## config.mk

```make
export PLATFORM = sky130hd
export DESIGN_NAME = energy_coeff_lut_ctrl
export DESIGN_NICKNAME = d
export VERILOG_FILES = /design/src/rtl/energy_lut_pkg.sv /design/src/rtl/energy_lut_out_fifo.sv /design/src/rtl/energy_coeff_lut_ctrl.sv
export SDC_FILE = /design/constraint.sdc
export NUM_CORES = 1
export LEC_CHECK = 0
export CAP_MARGIN = 20
export CORE_MARGIN = 2
export CORE_UTILIZATION = 48
export DETAILED_ROUTE_END_ITERATION = 10
export PLACE_DENSITY = 0.76
export SETUP_SLACK_MARGIN = 0.3
export SYNTH_ARGS = -nofsm -noshare
export SYNTH_HDL_FRONTEND = slang
export SYNTH_SLANG_ARGS = --single-unit
export TNS_END_PERCENT = 30
```

## constraint.sdc

```tcl
create_clock -name clk -period 19.7 [get_ports clk]
set_input_delay 2.955 -clock clk [delete_from_list [all_inputs] [get_ports clk]]
set_output_delay 2.955 -clock clk [all_outputs]
set_load 0.02 [all_outputs]
```

## src/rtl/energy_lut_pkg.sv

```systemverilog
// ----------------------------------------------------------------------------
// energy_lut_pkg: shared state type, default widths and a saturating helper.
// Rev 1.0
// ----------------------------------------------------------------------------
`default_nettype none

package energy_lut_pkg;

  localparam int c_addr_w = 10;
  localparam int c_data_w = 64;
  localparam int c_tag_w  = 32;
  localparam int c_rd_lat = 2;

  typedef enum logic [1:0] {
    RUN     = 2'd0,
    QUIESCE = 2'd1,
    LOAD    = 2'd2
  } lut_state_t;

  function automatic logic [31:0] sat_inc32(input logic [31:0] v);
    return (&v) ? v : v + 32'd1;
  endfunction

endpackage

`default_nettype wire

```

## src/rtl/energy_lut_out_fifo.sv

```systemverilog
// ----------------------------------------------------------------------------
// energy_lut_out_fifo: synchronous result FIFO with occupancy count output.
// Rev 1.0
// ----------------------------------------------------------------------------
`default_nettype none

module energy_lut_out_fifo
  import energy_lut_pkg::*;
#(
  parameter int WIDTH = c_data_w + c_tag_w,
  parameter int DEPTH = 4
) (
  input  logic                       clk,
  input  logic                       rst,
  input  logic                       push,
  input  logic [WIDTH-1:0]           din,
  input  logic                       pop,
  output logic [WIDTH-1:0]           dout,
  output logic                       valid,
  output logic [$clog2(DEPTH+1)-1:0] count
);

  localparam int c_ptr_w = $clog2(DEPTH);
  localparam int c_cnt_w = $clog2(DEPTH+1);

  logic [WIDTH-1:0]   r_mem [DEPTH];
  logic [c_ptr_w-1:0] r_wr_ptr;
  logic [c_ptr_w-1:0] r_rd_ptr;
  logic [c_cnt_w-1:0] r_count;

  // Storage is cleared too so the head word reads as zero out of reset.
  always_ff @(posedge clk or posedge rst) begin
    if (rst) begin
      r_wr_ptr <= '0;
      r_rd_ptr <= '0;
      r_count  <= '0;
      for (int i = 0; i < DEPTH; i++) begin
        r_mem[i] <= '0;
      end
    end else begin
      if (push) begin
        r_mem[r_wr_ptr] <= din;
        r_wr_ptr        <= r_wr_ptr + c_ptr_w'(1);
      end
      if (pop) begin
        r_rd_ptr <= r_rd_ptr + c_ptr_w'(1);
      end
      r_count <= r_count + c_cnt_w'(push) - c_cnt_w'(pop);
    end
  end

  assign dout  = r_mem[r_rd_ptr];
  assign valid = (r_count != '0);
  assign count = r_count;

endmodule

`default_nettype wire

```

## src/rtl/energy_coeff_lut_ctrl.sv

```systemverilog
// ----------------------------------------------------------------------------
// energy_coeff_lut_ctrl: BRAM port-A sequencer for photon coefficient lookups
// and quiesced table reloads. Option ENERGY_LUT_STATS_EN adds stat counters.
// Rev 1.0
// ----------------------------------------------------------------------------
`default_nettype none

module energy_coeff_lut_ctrl
  import energy_lut_pkg::*;
#(
  parameter int ADDR_W    = c_addr_w,
  parameter int DATA_W    = c_data_w,
  parameter int TAG_W     = c_tag_w,
  parameter int RD_LAT    = c_rd_lat,
  parameter int OUT_DEPTH = 4
) (
  input  logic              clk,
  input  logic              rst,
  input  logic              ph_valid,
  output logic              ph_ready,
  input  logic [ADDR_W-1:0] ph_addr,
  input  logic [TAG_W-1:0]  ph_tag,
  output logic              co_valid,
  input  logic              co_ready,
  output logic [DATA_W-1:0] co_data,
  output logic [TAG_W-1:0]  co_tag,
  input  logic              ld_start,
  input  logic              ld_valid,
  output logic              ld_ready,
  input  logic              ld_last,
  input  logic [ADDR_W-1:0] ld_addr,
  input  logic [DATA_W-1:0] ld_data,
  output logic              ld_busy,
  output logic              bram_en_a,
  output logic              bram_we,
  output logic [ADDR_W-1:0] bram_addr,
  output logic [DATA_W-1:0] bram_wr_data,
  input  logic [DATA_W-1:0] bram_rd_data
`ifdef ENERGY_LUT_STATS_EN
  ,
  output logic [31:0]       stat_lookups,
  output logic [31:0]       stat_stall
`endif
);

  localparam int c_cnt_w  = $clog2(OUT_DEPTH+1);
  localparam int c_fifo_w = DATA_W + TAG_W;

  lut_state_t          r_state;
  lut_state_t          w_next_state;
  logic [c_cnt_w-1:0]  r_inflight;
  logic [c_cnt_w-1:0]  w_fifo_count;
  logic [c_cnt_w:0]    w_occ;
  logic                w_credit_ok;
  logic                w_ph_fire;
  logic                w_ld_fire;
  logic                w_push;
  logic                w_pop;
  logic [RD_LAT:0]     r_tag_vld;
  logic [TAG_W-1:0]    r_tag_pipe [RD_LAT+1];
  logic [c_fifo_w-1:0] w_fifo_dout;

  assign w_ph_fire = ph_valid & ph_ready;
  assign w_ld_fire = ld_valid & ld_ready;
  assign w_push    = r_tag_vld[RD_LAT];
  assign w_pop     = co_valid & co_ready;

  // A slot being popped this cycle is already free, which keeps 1/cycle streaming.
  assign w_occ       = ({1'b0, r_inflight} + {1'b0, w_fifo_count}) - {{c_cnt_w{1'b0}}, w_pop};
  assign w_credit_ok = (w_occ < (c_cnt_w+1)'(OUT_DEPTH));

  always_ff @(posedge clk or posedge rst) begin
    if (rst) begin
      r_state <= RUN;
    end else begin
      r_state <= w_next_state;
    end
  end

  always_comb begin
    w_next_state = r_state;
    ph_ready     = 1'b0;
    ld_ready     = 1'b0;
    case (r_state)
      RUN: begin
        ph_ready = w_credit_ok & ~rst;
        if (ld_start) begin
          w_next_state = QUIESCE;
        end
      end
      QUIESCE: begin
        if (r_inflight == '0) begin
          w_next_state = LOAD;
        end
      end
      LOAD: begin
        ld_ready = 1'b1;
        if (ld_valid && ld_last) begin
          w_next_state = RUN;
        end
      end
      default: w_next_state = RUN;
    endcase
  end

  assign ld_busy = (r_state != RUN);

  always_ff @(posedge clk or posedge rst) begin
    if (rst) begin
      bram_en_a    <= 1'b0;
      bram_we      <= 1'b0;
      bram_addr    <= '0;
      bram_wr_data <= '0;
    end else begin
      bram_en_a <= w_ph_fire | w_ld_fire;
      bram_we   <= w_ld_fire;
      if (w_ld_fire) begin
        bram_addr    <= ld_addr;
        bram_wr_data <= ld_data;
      end else if (w_ph_fire) begin
        bram_addr <= ph_addr;
      end
    end
  end

  // Free-running tag line: the BRAM cannot stall, so neither can the tag.
  always_ff @(posedge clk or posedge rst) begin
    if (rst) begin
      r_tag_vld  <= '0;
      r_inflight <= '0;
      for (int i = 0; i <= RD_LAT; i++) begin
        r_tag_pipe[i] <= '0;
      end
    end else begin
      r_tag_vld     <= {r_tag_vld[RD_LAT-1:0], w_ph_fire};
      r_tag_pipe[0] <= ph_tag;
      for (int i = 1; i <= RD_LAT; i++) begin
        r_tag_pipe[i] <= r_tag_pipe[i-1];
      end
      r_inflight <= r_inflight + c_cnt_w'(w_ph_fire) - c_cnt_w'(w_push);
    end
  end

  energy_lut_out_fifo #(
    .WIDTH (c_fifo_w),
    .DEPTH (OUT_DEPTH)
  ) u_out_fifo (
    .clk   (clk),
    .rst   (rst),
    .push  (w_push),
    .din   ({bram_rd_data, r_tag_pipe[RD_LAT]}),
    .pop   (w_pop),
    .dout  (w_fifo_dout),
    .valid (co_valid),
    .count (w_fifo_count)
  );

  assign co_data = w_fifo_dout[c_fifo_w-1:TAG_W];
  assign co_tag  = w_fifo_dout[TAG_W-1:0];

`ifdef ENERGY_LUT_STATS_EN
  always_ff @(posedge clk or posedge rst) begin
    if (rst) begin
      stat_lookups <= '0;
      stat_stall   <= '0;
    end else if (ld_start) begin
      stat_lookups <= '0;
      stat_stall   <= '0;
    end else begin
      if (w_ph_fire) begin
        stat_lookups <= sat_inc32(stat_lookups);
      end
      if (ph_valid && !ph_ready) begin
        stat_stall <= sat_inc32(stat_stall);
      end
    end
  end
`endif

endmodule

`default_nettype wire

```

### Metal 3

(1 px per um) Cells faint in the background.
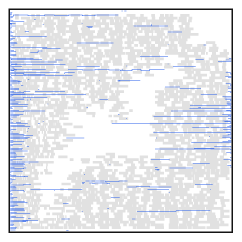
The wires run mostly horizontal. The longest straight run is 119 um. The layer holds 6.7% of the routed length. The layer carries 3390 um of wire.

### Power grid

(1.5 px per um) Pins as bars on the die edge. Tap cells in gray.
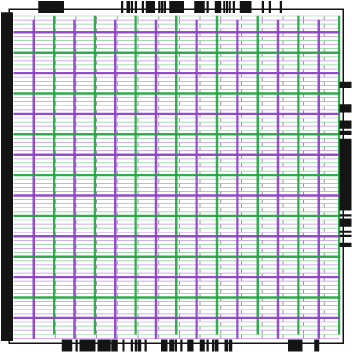
Key: purple = VSS; green = VDD
80 met1 rails follow the rows. The core has 79 rows. 607 tap cells.

### Clock wiring as the flow saved it

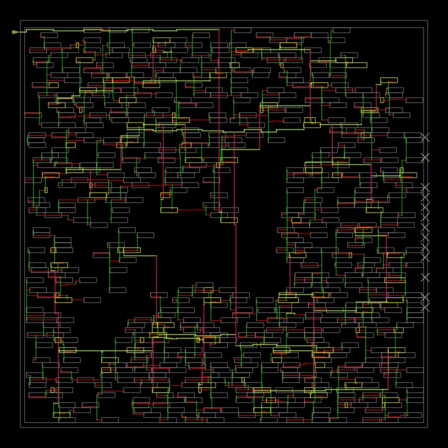
number of buffers created by CTS: 58
CLK BUF: 90
clock sinks: 571
Latency at later pin: 0.61 ns

### The metal 2 layer

(1 px per um)
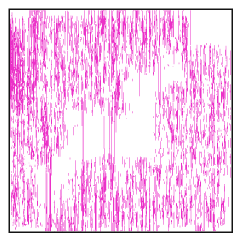
The layer holds 50% of the routed length. 1850 nets have wire on it. The wires run mostly vertical. The layer carries 25.2 mm of wire. The longest straight run is 118 um.

### Routed metal, one color a layer

(1.5 px per um)
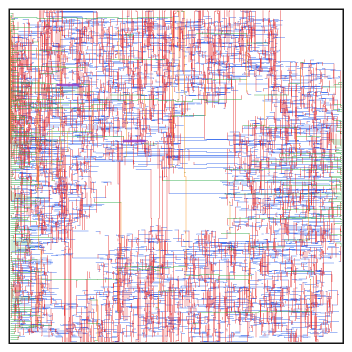
Key: green = metal 3 [wire length 3390 um]; red = metal 2 [wire length 25.2 mm]; purple = metal 5 [wire length 27.6 um]; blue = metal 1 [wire length 20.8 mm]; orange = metal 4 [wire length 1320 um]

==> flow_summary.toml <==
# flow metrics
[status]
status = "finished, violations left"
violations = "design-rule violations"

[detailed_routing]
vias_per_cell = 5.320
route.met2.wl_mm = 25.19
met1_length_mm = 20.83
vias = 13150
drt_pass1_iterations = 7
drt-initial-drc-count = 675
antenna_left = 0
wl_met3_mm = 3.394
route.detailed.drc = 26
drt-total-wl_mm = 50.77
top_layer = "met5"

[job]
drv.max_cap_violation_count = 0
warning_count = 32

[cts]
cts_setup_buffers = 0
clock-root-buffer = "clkbuf_16"
clockBufferDepth = 3
cts_hold_buf = 0
cts_max_level = 2
clkTransAtPathRegs_ns = 0.06
ctsResizeCount = 0

[yosys]
synthTopLogicFamily = "multiplexers"
syn_nets = 1658
ys_sh_simple_pct = 4.310
top_area_share_pct = 62.87
synthCells = 1457
most_common_cell = "dfrtp_1"
yosys_warnings = 0
syn_area_per_cell_um2 = 15.60
common_cells = "dfrtp_1, mux2_2, nand2_1, mux4_2, buf_2"
synthTopCellsByArea = "dfrtp_1, mux2_2, mux4_2, nand2_1, buf_2"
ff_type = "dfrtp_1"
ys_area_um2 = 22730
mux_area_share_pct = 28.54
ys.flops = 571
xor_share_pct = 0.2697
largest_area_cell = "dfrtp_1"
yosys.area_share.aoi_pct = 0.9964
synth_area_um2 = 22730
async_reset_ff_share_pct = 100.0
ys_types = 32
seq_area_frac_synth_pct = 62.87

[power_and_ir_drop]
ir_worst_vdd_mv = 0.09323
p_leak_nw = 12.83
top_power_group = "registers"
switching_share_pct = 31.53
seq-power_mw = 1.84
finalPower_mw = 4.712
switching_power_mw = 1.486
pwr-share-clk_pct = 23.4
pwr.group.clock_mw = 1.10
pg_comb_mw = 1.76
combinationalPowerShare_pct = 37.4
power_density_nw_per_um2 = 163.1

[worst_setup_path]
path_buffers = 3
cp-start-kind = "input port"
cp-startpoint = "co_ready"
reg2reg_from = "u_out_fifo.count[2]$_DFF_PP0_"
cp_cell_sequence = "clkdlybuf4s50_1 -> and2_1 -> ha_1 -> inv_1 -> ha_1 -> and3b_4 -> a2111oi_4 -> o21a_1 -> clkdlybuf4s50_1"
path_class = "in2out"
endpoint_kind = "output pin"
cp.arrival_ns = 6.01
cp_top_family = "buffers and inverters"
path_max_fanout = 12
cp_slowest_cell = "clkdlybuf4s50_1"
crit_cells = 9

[place]
routabilityCongestion = 0.7656
port-buffer-count = 362
dp_hpwl_mm = 32.12

[global_route]
busiest_layer = "met2"
grt-ovfl-total = 0
use_met2_pct = 35.41
grt_pass1_wl_mm = 82.08
use_met1_pct = 27.18
grt_pass1_vias = 14690
gr-usage-met3_pct = 5.818
grt_start_max_net_pins = 141

[final_layout]
layout_top_cells = "dfrtp_1, mux2_2, clkdlybuf4s50_1"
layout_top_cell = "dfrtp_1"
stdcell_count = 2472
logic_area_um2 = 7976
register_area_um2 = 14300
layout-drive-gt1-share_pct = 32.69
area_delta_synth_final_pct = 27.09
final_util_pct = 61.91
nets = 2012

[floorplan]
core_area_um2 = 46650
fp_util_pct = 48.72
die_h_um = 221.6
die-area_um2 = 49110
rows = 79
num_io_pins = 363
die_w_um = 221.6

[min_path]
hold_start = "r_tag_pipe[39]$_DFF_PP0_"
hold_depth = 0

[timing]
rsz0062_at_grt = "no"
max_freq_ghz = 0.1115
worstMarginPinSlew_ns = 1.056
finalHoldViolCount = 0
finalCriticalPeriod_ns = 8.965
slew_violations = 0
final.setup.tns_ns = 0
relSlewSlack_pct = 29.59
post-route-period-util_pct = 45.51
sequential cells by signal (all words and copies together), names as in the netlist:
signal               cells
u_out_fifo.r_mem       384
bram_we                  1
r_state                  2
r_tag_vld                3
bram_en_a                1
r_inflight               3
bram_addr               10
bram_wr_data            64
u_out_fifo.r_wr_ptr      2
u_out_fifo.count         3
u_out_fifo.r_rd_ptr      2
r_tag_pipe              96
through the flow:
| step | setup WS (ns) | instance area, um^2 |
|---|---|---|
| 6_report | 10.74 | 28880 |
| 4_1_cts | 10.72 | 28810 |
| 5_1_grt | 10.63 | 28870 |
| 2_1_floorplan | 0.7723 | 22730 |
| 3_5_place_dp | 10.72 | 26860 |
| 3_3_place_gp | 10.78 | 26860 |
cell type report:
type	count	share of cell area, %
sequential	571	49.50
multi-input combinational	780	27.62
timing repair buffer	379	13.13
clock buffer	90	6.104
tap	607	2.629
clock inverter	16	0.6584
inverter	21	0.3032
antenna	8	0.06931
final timing paths:
| kind | slack, ns | to |
|---|---|---|
| hold reg to reg | 0.34 | r_tag_pipe[7]$_DFF_PP0_ |
| setup reg to reg | 15.83 | r_inflight[2]$_DFF_PP0_ |
| max in group asynchronous | 15.20 | u_out_fifo.r_mem[8]$_DFFE_PP0P_ |
| setup / recovery | 10.74 | ph_ready |
| hold / removal | 0.34 | r_tag_pipe[7]$_DFF_PP0_ |
| min in group asynchronous | 3.00 | bram_en_a$_DFF_PP0_ |
cells by family (layout without fill, tap and decap cells):
group	count (synthesis)	after routing
AND-OR/OR-AND	28	28
XOR/XNOR	7	7
adder cells (fa/ha/maj)	14	14
buffers and inverters	106	506
flip-flops	571	571
multiplexers	480	480
other	0	8
AND/OR/NAND/NOR	251	251
Power and IR drop assume default switching activity.
